### src/rtl/uart_pkg.sv
// rtl/uart_pkg.sv - shared FSM state types and data-width clamp helper for uart_core
package uart_pkg;

    typedef enum logic [2:0] {
        TX_IDLE, TX_START, TX_DATA, TX_PARITY, TX_STOP
    } uart_tx_state_t;

    typedef enum logic [2:0] {
        RX_IDLE, RX_START, RX_DATA, RX_PARITY, RX_STOP
    } uart_rx_state_t;

    localparam int UART_MIN_DATA_BITS = 5;

    function automatic logic [3:0] uart_clamp_bits(input logic [3:0] bits, input int unsigned max_bits);
        logic [31:0] b;
        b = {28'd0, bits};
        if (b < 32'(UART_MIN_DATA_BITS) || b > 32'(max_bits))
            return 4'(max_bits);
        return bits;
    endfunction

endpackage

### src/rtl/uart_baud_gen.sv
// rtl/uart_baud_gen.sv - oversample tick generator, one tick every div+1 clocks
module uart_baud_gen #(
    parameter int DIV_W = 16
) (
    input  logic             clock,
    input  logic             reset,
    input  logic             en,
    input  logic [DIV_W-1:0] div,
    output logic             tick
);

    logic [DIV_W-1:0] cnt;

    // A new divisor is only picked up at reload, so the running period never tears.
    always_ff @(posedge clock or negedge reset) begin
        if (!reset)
            cnt <= '0;
        else if (!en || cnt == '0)
            cnt <= div;
        else
            cnt <= cnt - 1'b1;
    end

    assign tick = en && (cnt == '0);

endmodule

### src/rtl/uart_core.sv
// rtl/uart_core.sv - full-duplex UART engine; UART_RX_MAJORITY_EN selects 2-of-3 RX sampling
module uart_core
    import uart_pkg::*;
#(
    parameter int DATA_W = 8,
    parameter int OVS    = 16,
    parameter int DIV_W  = 16
) (
    input  logic              clock,
    input  logic              reset,
    input  logic              cfg_en,
    input  logic [DIV_W-1:0]  cfg_div,
    input  logic [3:0]        cfg_data_bits,
    input  logic              cfg_parity_en,
    input  logic              cfg_parity_odd,
    input  logic              cfg_two_stop,
    input  logic [DATA_W-1:0] tx_data,
    input  logic              tx_valid,
    output logic              tx_ready,
    output logic              txd,
    input  logic              rxd,
    output logic [DATA_W-1:0] rx_data,
    output logic              rx_valid,
    output logic              rx_parity_err,
    output logic              rx_frame_err,
    output logic              tx_busy,
    output logic              rx_busy
);

    localparam int TW = $clog2(OVS);
    localparam logic [TW-1:0] LAST_TICK = TW'(OVS - 1);
    localparam logic [TW-1:0] MID_TICK  = TW'(OVS / 2 - 1);

    function automatic logic parity_of(input logic [DATA_W-1:0] d, input logic [3:0] n);
        logic p;
        p = 1'b0;
        for (int i = 0; i < DATA_W; i++)
            if (4'(i) < n) p = p ^ d[i];
        return p;
    endfunction

    logic       tick;
    logic [3:0] cfg_nbits;

    assign cfg_nbits = uart_clamp_bits(cfg_data_bits, DATA_W);

    uart_baud_gen #(.DIV_W(DIV_W)) u_baud (
        .clock (clock),
        .reset (reset),
        .en    (cfg_en),
        .div   (cfg_div),
        .tick  (tick)
    );

    uart_tx_state_t    tx_state, tx_next;
    logic [DATA_W-1:0] tx_shift;
    logic [3:0]        tx_nbits, tx_bit_cnt;
    logic [TW-1:0]     tx_tick_cnt;
    logic              tx_par_en, tx_par_bit, tx_two_stop, tx_stop_cnt;
    logic              tx_fire, tx_bit_done;

    assign tx_ready    = (tx_state == TX_IDLE) && cfg_en;
    assign tx_fire     = tx_valid && tx_ready;
    assign tx_bit_done = tick && (tx_tick_cnt == LAST_TICK);
    assign tx_busy     = (tx_state != TX_IDLE);

    always_comb begin
        tx_next = tx_state;
        case (tx_state)
            TX_IDLE:   if (tx_fire) tx_next = TX_START;
            TX_START:  if (tx_bit_done) tx_next = TX_DATA;
            TX_DATA:   if (tx_bit_done && tx_bit_cnt == tx_nbits - 4'd1)
                           tx_next = tx_par_en ? TX_PARITY : TX_STOP;
            TX_PARITY: if (tx_bit_done) tx_next = TX_STOP;
            TX_STOP:   if (tx_bit_done && tx_stop_cnt == tx_two_stop) tx_next = TX_IDLE;
            default:   tx_next = TX_IDLE;
        endcase
        if (!cfg_en) tx_next = TX_IDLE;
    end

    // Decoded straight from state so an async reset releases the line at once.
    always_comb begin
        txd = 1'b1;
        case (tx_state)
            TX_START:  txd = 1'b0;
            TX_DATA:   txd = tx_shift[0];
            TX_PARITY: txd = tx_par_bit;
            default:   txd = 1'b1;
        endcase
    end

    always_ff @(posedge clock or negedge reset) begin
        if (!reset) begin
            tx_state    <= TX_IDLE;
            tx_shift    <= '0;
            tx_nbits    <= '0;
            tx_bit_cnt  <= '0;
            tx_tick_cnt <= '0;
            tx_par_en   <= 1'b0;
            tx_par_bit  <= 1'b0;
            tx_two_stop <= 1'b0;
            tx_stop_cnt <= 1'b0;
        end else begin
            tx_state <= tx_next;
            if (tx_fire) begin
                tx_shift    <= tx_data;
                tx_nbits    <= cfg_nbits;
                tx_par_en   <= cfg_parity_en;
                tx_par_bit  <= parity_of(tx_data, cfg_nbits) ^ cfg_parity_odd;
                tx_two_stop <= cfg_two_stop;
                tx_bit_cnt  <= '0;
                tx_stop_cnt <= 1'b0;
                tx_tick_cnt <= '0;
            end else if (tick && tx_state != TX_IDLE) begin
                tx_tick_cnt <= tx_bit_done ? '0 : tx_tick_cnt + TW'(1);
                if (tx_bit_done && tx_state == TX_DATA) begin
                    tx_shift   <= tx_shift >> 1;
                    tx_bit_cnt <= tx_bit_cnt + 4'd1;
                end
                if (tx_bit_done && tx_state == TX_STOP)
                    tx_stop_cnt <= 1'b1;
            end
        end
    end

    uart_rx_state_t    rx_state, rx_next;
    logic [1:0]        rx_sync;
    logic              rx_s, rx_prev, rx_bit, rx_sample, rx_start;
    logic [TW-1:0]     rx_tick_cnt;
    logic [DATA_W-1:0] rx_shift;
    logic [3:0]        rx_nbits, rx_bit_cnt;
    logic              rx_par_en, rx_par_acc, rx_perr;

    assign rx_s    = rx_sync[1];
    assign rx_busy = (rx_state != RX_IDLE);

`ifdef UART_RX_MAJORITY_EN
    logic rx_m0, rx_m1;
    assign rx_sample = tick && (rx_tick_cnt == TW'(OVS / 2));
    assign rx_bit    = (rx_m0 & rx_m1) | (rx_m0 & rx_s) | (rx_m1 & rx_s);
`else
    assign rx_sample = tick && (rx_tick_cnt == MID_TICK);
    assign rx_bit    = rx_s;
`endif

    always_comb begin
        rx_next = rx_state;
        case (rx_state)
            RX_IDLE:   if (cfg_en && rx_prev && !rx_s) rx_next = RX_START;
            RX_START:  if (rx_sample) rx_next = rx_bit ? RX_IDLE : RX_DATA;
            RX_DATA:   if (rx_sample && rx_bit_cnt == rx_nbits - 4'd1)
                           rx_next = rx_par_en ? RX_PARITY : RX_STOP;
            RX_PARITY: if (rx_sample) rx_next = RX_STOP;
            RX_STOP:   if (rx_sample) rx_next = RX_IDLE;
            default:   rx_next = RX_IDLE;
        endcase
        if (!cfg_en) rx_next = RX_IDLE;
    end

    assign rx_start = (rx_state == RX_IDLE) && (rx_next == RX_START);

    always_ff @(posedge clock or negedge reset) begin
        if (!reset) begin
            rx_state      <= RX_IDLE;
            rx_sync       <= 2'b11;
            rx_prev       <= 1'b1;
            rx_tick_cnt   <= '0;
            rx_shift      <= '0;
            rx_nbits      <= '0;
            rx_bit_cnt    <= '0;
            rx_par_en     <= 1'b0;
            rx_par_acc    <= 1'b0;
            rx_perr       <= 1'b0;
            rx_data       <= '0;
            rx_valid      <= 1'b0;
            rx_parity_err <= 1'b0;
            rx_frame_err  <= 1'b0;
`ifdef UART_RX_MAJORITY_EN
            rx_m0         <= 1'b1;
            rx_m1         <= 1'b1;
`endif
        end else begin
            rx_state <= rx_next;
            rx_sync  <= {rx_sync[0], rxd};
            rx_prev  <= rx_s;
            rx_valid <= 1'b0;
            if (rx_start) begin
                rx_tick_cnt <= '0;
                rx_shift    <= '0;
                rx_bit_cnt  <= '0;
                rx_nbits    <= cfg_nbits;
                rx_par_en   <= cfg_parity_en;
                rx_par_acc  <= cfg_parity_odd;
                rx_perr     <= 1'b0;
            end else if (tick && rx_state != RX_IDLE) begin
                rx_tick_cnt <= (rx_tick_cnt == LAST_TICK) ? '0 : rx_tick_cnt + TW'(1);
`ifdef UART_RX_MAJORITY_EN
                if (rx_tick_cnt == TW'(OVS / 2 - 2)) rx_m0 <= rx_s;
                if (rx_tick_cnt == MID_TICK) rx_m1 <= rx_s;
`endif
                if (rx_sample) begin
                    case (rx_state)
                        RX_DATA: begin
                            for (int i = 0; i < DATA_W; i++)
                                if (4'(i) == rx_bit_cnt) rx_shift[i] <= rx_bit;
                            rx_par_acc <= rx_par_acc ^ rx_bit;
                            rx_bit_cnt <= rx_bit_cnt + 4'd1;
                        end
                        RX_PARITY: rx_perr <= rx_bit ^ rx_par_acc;
                        RX_STOP: begin
                            rx_valid      <= cfg_en;
                            rx_data       <= rx_shift;
                            rx_parity_err <= rx_perr;
                            rx_frame_err  <= !rx_bit;
                        end
                        default: ;
                    endcase
                end
            end
        end
    end

endmodule

### config.mk
export PLATFORM = sky130hd
export DESIGN_NAME = uart_core
export DESIGN_NICKNAME = d
export VERILOG_FILES = /design/src/rtl/uart_pkg.sv /design/src/rtl/uart_baud_gen.sv /design/src/rtl/uart_core.sv
export SDC_FILE = /design/constraint.sdc
export NUM_CORES = 1
export LEC_CHECK = 0
export ABC_AREA = 1
export CORE_ASPECT_RATIO = 0.5
export CORE_MARGIN = 1
export CORE_UTILIZATION = 40
export CTS_CLUSTER_SIZE = 20
export DETAILED_ROUTE_END_ITERATION = 8
export GPL_ROUTABILITY_DRIVEN = 0
export PLACE_DENSITY = 0.7
export SYNTH_ARGS = -nofsm -noshare
export SYNTH_HDL_FRONTEND = slang
export SYNTH_SLANG_ARGS = --single-unit
### constraint.sdc
create_clock -name clock -period 3.4 [get_ports clock]
set_input_delay 0.68 -clock clock [delete_from_list [all_inputs] [get_ports clock]]
set_output_delay 0.68 -clock clock [all_outputs]
set_load 0.02 [all_outputs]
Figure 1. Where the registers sit (run 1).
Scale: 4 px per µm. Other sequential cells in the stronger grey, the rest of the logic in the fainter grey.
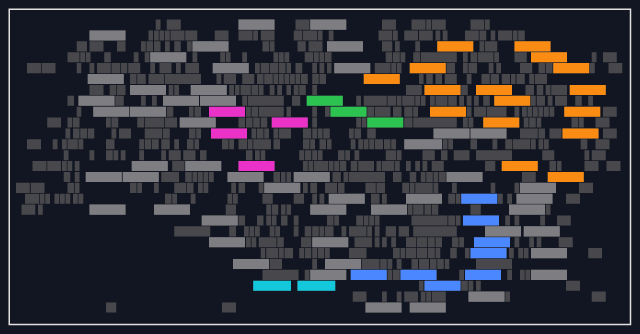
Key: rx_shift = blue [sequential cells 8, where lower right]; u_baud.cnt = orange [sequential cells 16]; rx_state = green [sequential cells 3]; rx_sync = cyan [sequential cells 2]; tx_tick_cnt = magenta [sequential cells 4]
Another 50 sequential cells are not coloured.
sequential power: 1280 µW
sequential share of cell area: 36.8%
Final Core Density: 50.6%
Flop area: 2080 µm²

Figure 2. Met2 routing (run 1).
Scale: 2 px per µm.
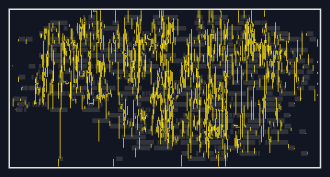
The wires run mostly vertical. The longest straight run is 34.3 µm. 533 nets have wire on it. The layer carries 4280 µm of wire.
met2 Resource Use GR: 27.1%
total via count in the routed design: 3962
DRT Wirelength: 9990 µm

Figure 3. Logic cells by family (run 1).
Scale: 4 px per µm.
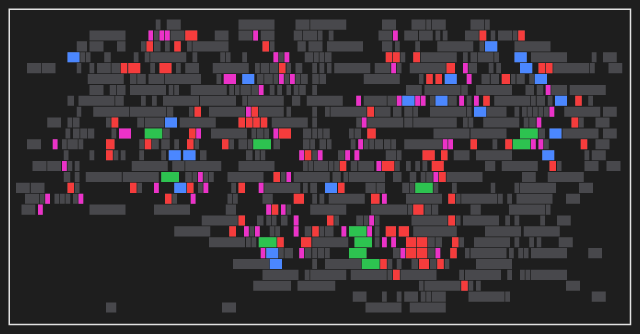
Key: adder and majority cells = green [cells 11]; XOR/XNOR gates = blue [cells 20]; inverters = magenta [cells 66]; inverting AOI/OAI gates = red [cells 81]
Comb area share: 39.9%
Final Non-Filler Cells: 810

Figure 4. Routing congestion (run 1).
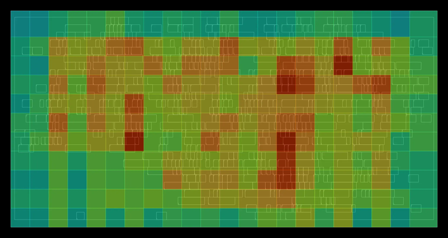
met3 demand-to-capacity share in global routing: 4.14%
fraction of met1 tracks used by global routing: 24.3%
total routing resource utilization after global routing: 17.6%
routed length per instance: 12.3 µm

==> run 1: routing by layer <==
layer  GRT usage, %  routed length, µm  vias up
li1               -                  -     2032
met1           24.3               5140     1848
met2           27.1               4280       71
met3           4.14                442       11
met4           6.14                125        0
met5              0                  0        -
==> run 1: cell usage in the layout, fill, tap and decap left out, drive strengths merged <==
master,Yosys,layout
xnor2,10,10
ha,11,11
nand3b,2,2
dfstp,3,3
nor4,1,1
o22ai,1,1
o41ai,1,1
a31oi,4,4
buf,9,5
o21ai,52,52
or2,4,4
nand2,177,177
a21oi,11,11
xor2,10,10
nor3b,1,1
nor2,62,62
dfrtp,80,80
nand4,9,9
o31ai,9,9
o211ai,1,1
clkdlybuf4s50,0,49
clkbuf,3,11
inv,66,67
clkinvlp,0,2
o2111ai,2,2
o21a,1,1
nor3,6,6
nand3,57,57
bufinv,0,2
==> run 1: Yosys cell counts, drive strengths merged <==
cell / count / share of area (%)
dfrtp: 80 / 43
a21oi: 11 / 1.2
o31ai: 9 / 1.4
o211ai: 1 / 0.16
nor3: 6 / 0.99
clkbuf: 3 / 0.24
nand4: 9 / 1.2
o22ai: 1 / 0.13
ha: 11 / 2.9
o21a: 1 / 0.16
inv: 66 / 5.5
nor4: 1 / 0.13
xnor2: 10 / 1.9
o41ai: 1 / 0.19
dfstp: 3 / 1.7
or2: 4 / 0.53
o2111ai: 2 / 0.37
nor2: 62 / 6.5
nand3: 57 / 6.7
nand2: 177 / 15
o21ai: 52 / 5.9
xor2: 10 / 1.9
buf: 9 / 1.6
nand3b: 2 / 0.32
nor3b: 1 / 0.16
a31oi: 4 / 0.53
==> report_table.html, run 1 <==
<h3>Run summary</h3>
<table>
<tr><th>Metric</th><th>Value</th></tr>
<tr><th colspan="2">Run status</th></tr>
<tr><td>Result of the run</td><td>complete, no violations</td></tr>
<tr><th colspan="2">Setup path</th></tr>
<tr><td>Worst setup endpoint</td><td>tx_ready</td></tr>
<tr><td>Biggest cell delay along the critical path</td><td>620 ps</td></tr>
<tr><td>End of the worst register-to-register path</td><td>rx_frame_err</td></tr>
<tr><th colspan="2">Finish</th></tr>
<tr><td>Registers</td><td>83</td></tr>
<tr><td>Top register by number of flip-flops</td><td>u_baud.cnt</td></tr>
<tr><td>Final non-filler cell area</td><td>5660 µm²</td></tr>
<tr><th colspan="2">Logic synthesis</th></tr>
<tr><td>Netlist area before placement</td><td>4680 µm²</td></tr>
<tr><td>Syn Nets</td><td>640</td></tr>
<tr><td>Fraction of the yosys area taken by sequential cells</td><td>44.5%</td></tr>
<tr><td>Distinct lib cells used</td><td>40</td></tr>
<tr><td>Main kind of combinational logic by area</td><td>simple AND/OR/NAND/NOR gates</td></tr>
<tr><td>Syn_area_per_cell</td><td>7.89 µm²</td></tr>
<tr><td>FA/HA/MAJ Cells, Area Fraction</td><td>2.94%</td></tr>
<tr><th colspan="2">Run</th></tr>
<tr><td>Max cap viols</td><td>0</td></tr>
<tr><th colspan="2">Power and ir drop</th></tr>
<tr><td>Internal</td><td>2160 µW</td></tr>
<tr><td>Sw frac</td><td>31.2%</td></tr>
<tr><td>Largest vdd supply drop</td><td>0.247 mV</td></tr>
<tr><td>Group drawing the most power</td><td>sequential cells</td></tr>
<tr><th colspan="2">Clock network</th></tr>
<tr><td>Source-to-sink clock delay at the later pin of the worst-skew pair</td><td>350 ps</td></tr>
<tr><td>Clock tree from TritonCTS</td><td>built</td></tr>
<tr><td>Total of hold buffers inserted after clock tree synthesis</td><td>0</td></tr>
<tr><td>Cts bufs inserted</td><td>9</td></tr>
<tr><th colspan="2">Placed design</th></tr>
<tr><td>Placement Cell Area</td><td>5320 µm²</td></tr>
<tr><th colspan="2">Timing</th></tr>
<tr><td>Remaining max-slew budget at the tightest pin</td><td>59.3%</td></tr>
</table>
==> inputs of run 2 (changes only) <==
==> constraint.sdc (replaced) <==
create_clock -name clock -period 2.8 [get_ports clock]
set_input_delay 0.56 -clock clock [delete_from_list [all_inputs] [get_ports clock]]
set_output_delay 0.56 -clock clock [all_outputs]
set_load 0.02 [all_outputs]
Figure 5. Where the registers sit (run 2).
Scale: 4 px per µm. Other sequential cells in the stronger grey, the rest of the logic in the fainter grey.
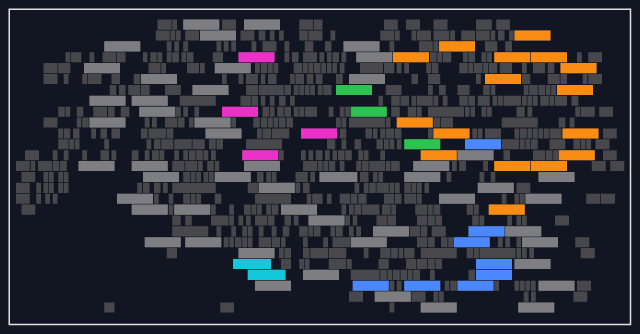
Key: tx_tick_cnt = magenta [sequential cells 4]; rx_sync = cyan [sequential cells 2]; u_baud.cnt = orange [sequential cells 16]; rx_state = green [sequential cells 3]; rx_shift = blue [sequential cells 8, where lower right]
Another 50 sequential cells are not coloured.
sequential share of cell area: 37.0%
Final Core Density: 50.3%

==> run 2 against run 1 <==
  * Critical endpoint is now txd
  * Utilization down 0.34 points
  * Non-clock buffer count is 2 higher
  * Synthesized cell count unchanged
  * Critical path type is now reg2out
  * Cell count decreased by 0.12%
  * Combinational power rose by 23%
  * Count of clock-buffer cells in the layout down 1
  * Largest cell class unchanged
  * Flip-flop count unchanged
  * Clock skew fell by 1.0 ps
  * Die area is the same
  * Sequential share of layout area grew 0.25 points
  * First-iteration DRC count is 4.3% higher
  * Highest routed layer unchanged
==> report_table.html, run 2 <==
<h3>Run summary</h3>
<table>
<tr><th>Metric</th><th>Value</th></tr>
<tr><th colspan="2">Run status</th></tr>
<tr><td>Result of the run</td><td>complete, no violations (unchanged)</td></tr>
<tr><th colspan="2">Run</th></tr>
<tr><td>Max cap viols</td><td>0 (unchanged)</td></tr>
<tr><th colspan="2">Global route</th></tr>
<tr><td>Total routing resource utilization after global routing</td><td>18.0% (was 17.6%)</td></tr>
<tr><td>Busiest metal layer after global routing</td><td>met2 (unchanged)</td></tr>
<tr><td>Met2 Resource Use GR</td><td>28.2% (was 27.1%)</td></tr>
<tr><td>Met3 demand-to-capacity share in global routing</td><td>4.36% (was 4.14%)</td></tr>
<tr><td>GRT Residual Overflow</td><td>0 (unchanged)</td></tr>
<tr><th colspan="2">Logic synthesis</th></tr>
<tr><td>Ys async rst share</td><td>100% (unchanged)</td></tr>
<tr><td>Top cells by count</td><td>sky130_fd_sc_hd__nand2_1, sky130_fd_sc_hd__dfrtp_1, sky130_fd_sc_hd__inv_1 (unchanged)</td></tr>
<tr><td>Distinct lib cells used</td><td>40 (unchanged)</td></tr>
<tr><td>Top cell type by total area after synthesis</td><td>sky130_fd_sc_hd__dfrtp_1 (unchanged)</td></tr>
<tr><td>Synth top cell by count</td><td>sky130_fd_sc_hd__nand2_1 (unchanged)</td></tr>
<tr><td>Main area contributors</td><td>sky130_fd_sc_hd__dfrtp_1, sky130_fd_sc_hd__nand2_1, sky130_fd_sc_hd__nand3_1 (unchanged)</td></tr>
<tr><td>Syn_area_per_cell</td><td>7.89 µm² (unchanged)</td></tr>
<tr><td>Number of synthesized flops with an enable pin</td><td>0 (unchanged)</td></tr>
<tr><td>Area share, top type</td><td>42.8% (unchanged)</td></tr>
<tr><td>Fraction of the yosys area taken by sequential cells</td><td>44.5% (unchanged)</td></tr>
<tr><td>Syn Nets</td><td>640 (unchanged)</td></tr>
<tr><th colspan="2">Drt</th></tr>
<tr><td>Routed metal-1 wirelength</td><td>5220 µm (was 5140 µm)</td></tr>
<tr><td>Total via count in the routed design</td><td>3949 (was 3962)</td></tr>
<tr><td>Met3 WL</td><td>417 µm (was 442 µm)</td></tr>
<tr><td>Routed length on met2</td><td>4380 µm (was 4280 µm)</td></tr>
<tr><td>Max layer used</td><td>met4 (unchanged)</td></tr>
<tr><td>DRT Wirelength</td><td>10100 µm (was 9990 µm)</td></tr>
<tr><td>Number of DRC markers after the initial detailed-route iteration</td><td>241 (was 231)</td></tr>
<tr><th colspan="2">Finish</th></tr>
<tr><td>Dominant logic cell types in the final layout</td><td>sky130_fd_sc_hd__nand2_1, sky130_fd_sc_hd__dfrtp_1, sky130_fd_sc_hd__inv_1 (unchanged)</td></tr>
<tr><td>Total Nets Final</td><td>695 (was 693)</td></tr>
<tr><th colspan="2">Setup path</th></tr>
<tr><td>Biggest cell delay along the critical path</td><td>600 ps (was 620 ps)</td></tr>
<tr><th colspan="2">Clock network</th></tr>
<tr><td>Root Driver</td><td>sky130_fd_sc_hd__clkbuf_16 (unchanged)</td></tr>
<tr><td>Clock tree from TritonCTS</td><td>built (unchanged)</td></tr>
<tr><td>Total of hold buffers inserted after clock tree synthesis</td><td>0 (unchanged)</td></tr>
<tr><td>Source-to-sink clock delay at the later pin of the worst-skew pair</td><td>330 ps (was 350 ps)</td></tr>
<tr><td>Cts bufs inserted</td><td>9 (unchanged)</td></tr>
<tr><th colspan="2">Timing</th></tr>
<tr><td>Remaining max-slew budget at the tightest pin</td><td>55.9% (was 59.3%)</td></tr>
<tr><th colspan="2">Power and ir drop</th></tr>
<tr><td>Largest vdd supply drop</td><td>0.286 mV (was 0.247 mV)</td></tr>
</table>
Figure 6. Zoomed window (run 2).
Region (57, 35) to (97, 75) µm. Cells in grey, sequential cells in the stronger grey; small squares are vias.
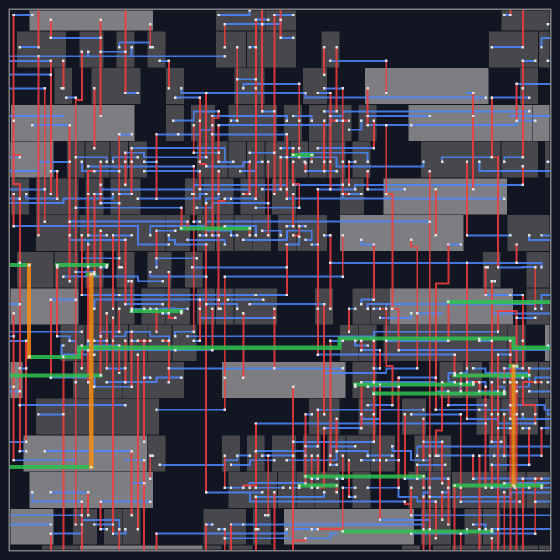
Key: met3 = green; met1 = blue; met2 = red; met4 = orange
Netlist names of flops here include tx_tick_cnt (4), tx_state (3), rx_state (2). Most frequent: nand2_1 (31), nor2_1 (20), inv_1 (15). 143 logic cells have their middle in the window. Sequential cells in the window: 12.

==> run 2: cell counts after synthesis <==
Identical to the previous run, type by type.
==> run 2: per-stage QoR <==
stage                     hold WS, ps  std cells  instance area, µm²  power [µW]  utilization, %
after floorplan                   264        593                4680        2250               -
after global placement            347        796                5350        2490            47.8
after detailed placement          349        796                5350        2520            47.8
after CTS                         286        809                5620        3670            50.3
after global routing              320        809                5620        3870            50.3
final                             261        809                5620        3620            50.3
==> run 2: power by group <==
part           switching [µW]  internal [µW]
Clock                     442            674
Sequential                155           1410
Combinational             549            395
Total                    1150           2470
==> run 2: cells by family after synthesis <==
logic type,synth area share (%)
buf+inv,7.30
simple gates,31.5
flops,44.5
xor+xnor,3.75
fa+ha+maj,2.94
compound gates,10.1
==> run 2: area by class of cell <==
type | instances | area (µm²) | share of cell area [%]
multi-input combinational | 432 | 2250 | 40.1
sequential | 83 | 2080 | 37.0
timing repair buffer | 56 | 556 | 9.89
inverter | 66 | 258 | 4.59
clock buffer | 10 | 229 | 4.07
tap | 159 | 199 | 3.54
clock inverter | 3 | 42.5 | 0.757
==> run 2: path summary, 6_finish.rpt <==
kind	end	cells past startpoint	startpoint	slack, ps
max in group asynchronous	rx_prev	2	reset	1860
min	tx_nbits[0]	1	reset	260
max	txd	6	tx_state[2]	260
max reg2reg	rx_frame_err	9	u_baud.cnt[0]	780
min reg2reg	rx_sync[1]	0	rx_sync[0]	360
min in group clock	rx_sync[1]	0	rx_sync[0]	360
==> run 2: worst max-delay path: cells and delay by family, from the launching register on <==
kind | cells | cell delay (ps)
buffers and inverters | 2 | 730
DFF | 1 | 420
and+or+nand+nor | 4 | 490
==> inputs of run 3 (changes only) <==
--- a/config.mk
+++ b/config.mk
@@ -5,7 +5,6 @@
 export SDC_FILE = /design/constraint.sdc
 export NUM_CORES = 1
 export LEC_CHECK = 0
-export ABC_AREA = 1
 export CORE_ASPECT_RATIO = 0.5
 export CORE_MARGIN = 1
 export CORE_UTILIZATION = 40
Figure 7. Where the registers sit (run 3).
Scale: 4 px per µm. Other sequential cells in the stronger grey, the rest of the logic in the fainter grey.
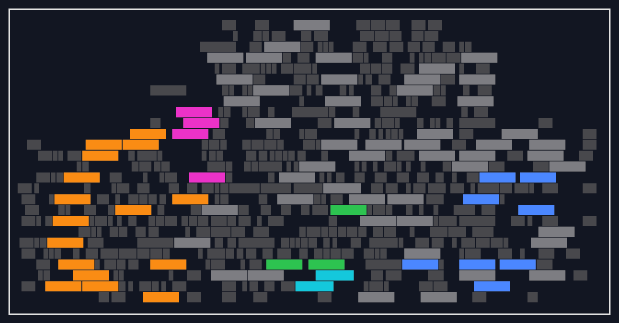
Key: u_baud.cnt = orange [sequential cells 16]; rx_shift = blue [sequential cells 8]; tx_tick_cnt = magenta [sequential cells 4]; rx_sync = cyan [sequential cells 2]; rx_state = green [sequential cells 3]
sequential share of cell area: 38.5%
Final Core Density: 51.9%

==> run 3 against run 2 <==
  * Sequential share of layout area grew 1.5 points
  * Register-to-register slack lost 700 ps
  * Count of clock-buffer cells in the layout up 2
  * Non-clock buffer count rose by 12
  * Utilization is 1.7 points higher
  * Combinational power shrank 57%
  * Via count is 17% lower
  * Area after synthesis shrank 6.7%
  * Hold slack got worse by 66 ps
  * Flip-flop count unchanged
==> report_table.html, run 3 <==
<h3>Run summary</h3>
<table>
<tr><th>Metric</th><th>Value</th></tr>
<tr><th colspan="2">Logic synthesis</th></tr>
<tr><td>Top cells by count</td><td>sky130_fd_sc_hd__dfrtp_1, sky130_fd_sc_hd__nand2_1, sky130_fd_sc_hd__nor2_1 (was sky130_fd_sc_hd__nand2_1, sky130_fd_sc_hd__dfrtp_1, sky130_fd_sc_hd__inv_1)</td></tr>
<tr><td>Distinct lib cells used</td><td>58 (was 40)</td></tr>
<tr><td>Syn Nets</td><td>485 (was 640)</td></tr>
<tr><td>Syn_area_per_cell</td><td>9.96 µm² (was 7.89 µm²)</td></tr>
<tr><td>Netlist area before placement</td><td>4360 µm² (was 4680 µm²)</td></tr>
<tr><td>Fraction of the yosys area taken by sequential cells</td><td>47.7% (was 44.5%)</td></tr>
<tr><td>Synth top cell by count</td><td>sky130_fd_sc_hd__dfrtp_1 (was sky130_fd_sc_hd__nand2_1)</td></tr>
<tr><td>Top cell type by total area after synthesis</td><td>sky130_fd_sc_hd__dfrtp_1 (unchanged)</td></tr>
<tr><th colspan="2">Run status</th></tr>
<tr><td>Result of the run</td><td>complete, no violations (unchanged)</td></tr>
<tr><th colspan="2">Finish</th></tr>
<tr><td>Total Nets Final</td><td>546 (was 695)</td></tr>
<tr><td>Flop area</td><td>2080 µm² (unchanged)</td></tr>
<tr><td>Number of non-clock inverters in the layout</td><td>17 (was 66)</td></tr>
<tr><td>Comb area share</td><td>39.9% (was 40.1%)</td></tr>
<tr><td>Number of clock-tree buffers in the layout</td><td>12 (was 10)</td></tr>
<tr><td>Fraction of area in clock buffers and inverters</td><td>4.98% (was 4.83%)</td></tr>
<tr><td>Area taken by multi-input logic gates</td><td>2160 µm² (was 2250 µm²)</td></tr>
<tr><th colspan="2">Power and ir drop</th></tr>
<tr><td>Sum of internal, switching and leakage power</td><td>2850 µW (was 3620 µW)</td></tr>
<tr><td>Sw frac</td><td>25.4% (was 31.7%)</td></tr>
<tr><td>Clock share of power</td><td>37.9% (was 30.8%)</td></tr>
<tr><th colspan="2">Global route</th></tr>
<tr><td>GRT Residual Overflow</td><td>0 (unchanged)</td></tr>
<tr><th colspan="2">Setup path</th></tr>
<tr><td>Category of cells accounting for the largest share of critical-path delay</td><td>simple AND/OR/NAND/NOR gates (was buffers and inverters)</td></tr>
<tr><td>Crit path buf inv count</td><td>1 (was 2)</td></tr>
<tr><td>Biggest cell delay along the critical path</td><td>580 ps (was 600 ps)</td></tr>
<tr><th colspan="2">Clock network</th></tr>
<tr><td>Cts bufs inserted</td><td>9 (unchanged)</td></tr>
<tr><td>Root Driver</td><td>sky130_fd_sc_hd__clkbuf_16 (unchanged)</td></tr>
<tr><td>Clock tree from TritonCTS</td><td>built (unchanged)</td></tr>
<tr><td>Source-to-sink clock delay at the later pin of the worst-skew pair</td><td>340 ps (was 330 ps)</td></tr>
<tr><td>Total of hold buffers inserted after clock tree synthesis</td><td>0 (unchanged)</td></tr>
<tr><th colspan="2">Drt</th></tr>
<tr><td>Total via count in the routed design</td><td>3288 (was 3949)</td></tr>
<tr><td>DRT Wirelength</td><td>8820 µm (was 10100 µm)</td></tr>
<tr><td>Number of DRC markers after the initial detailed-route iteration</td><td>166 (was 241)</td></tr>
<tr><th colspan="2">Timing</th></tr>
<tr><td>Remaining max-slew budget at the tightest pin</td><td>63.4% (was 55.9%)</td></tr>
<tr><th colspan="2">Run</th></tr>
<tr><td>Max cap viols</td><td>0 (unchanged)</td></tr>
</table>
Figure 8. Zoomed window (run 3).
Region (55, 33) to (95, 73) µm. Cells in grey, sequential cells in the stronger grey; small squares are vias.
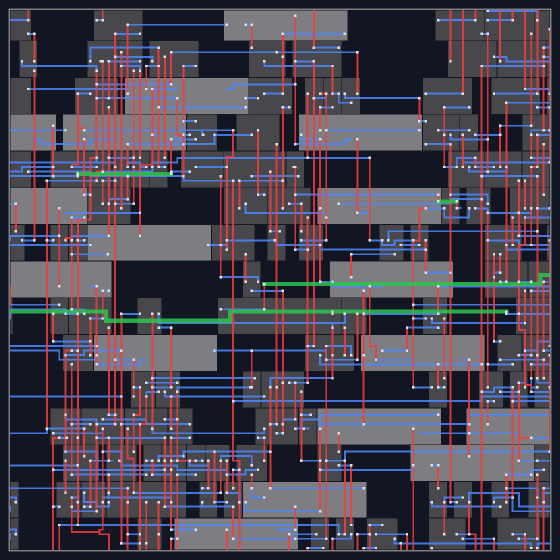
Key: met3 = green; met2 = red; met1 = blue
Netlist names of flops here include tx_nbits (4), tx_bit_cnt (3), tx_state (3). Most frequent: nand2_1 (18), dfrtp_1 (16). 115 logic cells have their middle in the window. Sequential cells in the window: 16.

-- run 3: per-stage QoR --
stage          hold WS [ps]  cell area [µm²]  worst slack, ps  cells
2_1_floorplan           264             4360              197    438
3_3_place_gp            346             5130              124    628
3_5_place_dp            348             5130             56.3    628
4_1_cts                 213             5400             70.8    642
5_1_grt                 239             5410             23.8    642
6_report                195             5410             80.3    642
-- run 3: timing repair --
action	4_1_cts	5_1_grt
hold endpoints to repair	0	0
setup endpoints to repair	0	1
gates resized	0	1
-- run 3: layer usage --
metal	part of all wire [%]	up-vias	track usage (%)
met4	1.1	0	4.83
met2	44	54	27.5
met3	4.1	8	5.03
li1	-	1657	-
met5	0	-	0
met1	50	1569	22.7
-- run 3: kinds of logic (layout without fill, tap and decap cells) --
group | Yosys count | count (layout) | synth area share, %
compound gates | 72 | 72 | 10.2
simple gates | 167 | 167 | 20.5
buf+inv | 35 | 99 | 3.30
mux | 31 | 31 | 7.40
flops | 83 | 83 | 47.7
xor+xnor | 39 | 39 | 7.83
fa+ha+maj | 11 | 11 | 3.15
-- run 3: power by group through the flow --
stage                     sequential [µW]  combinational (µW)  clock (µW)
final                                1360                 409        1080
after global routing                 1370                 463        1160
after CTS                            1360                 416        1110
after detailed placement             1380                 413           0
after global placement               1380                 405           0
after floorplan                      1360                 259           0
-- run 3: path summary, 6_finish.rpt --
path                       slack [ps]     startpoint            end  cells past startpoint
hold reg to reg                   360     rx_sync[0]     rx_sync[1]                      0
setup reg to reg                   80  u_baud.cnt[7]  rx_parity_err                      6
min in group clock                360     rx_sync[0]     rx_sync[1]                      0
hold / removal                    200          reset  u_baud.cnt[1]                      1
max in group asynchronous        1970          reset     rx_data[6]                      2
setup / recovery                   80  u_baud.cnt[7]  rx_parity_err                      6
Power and IR drop assume default switching activity.
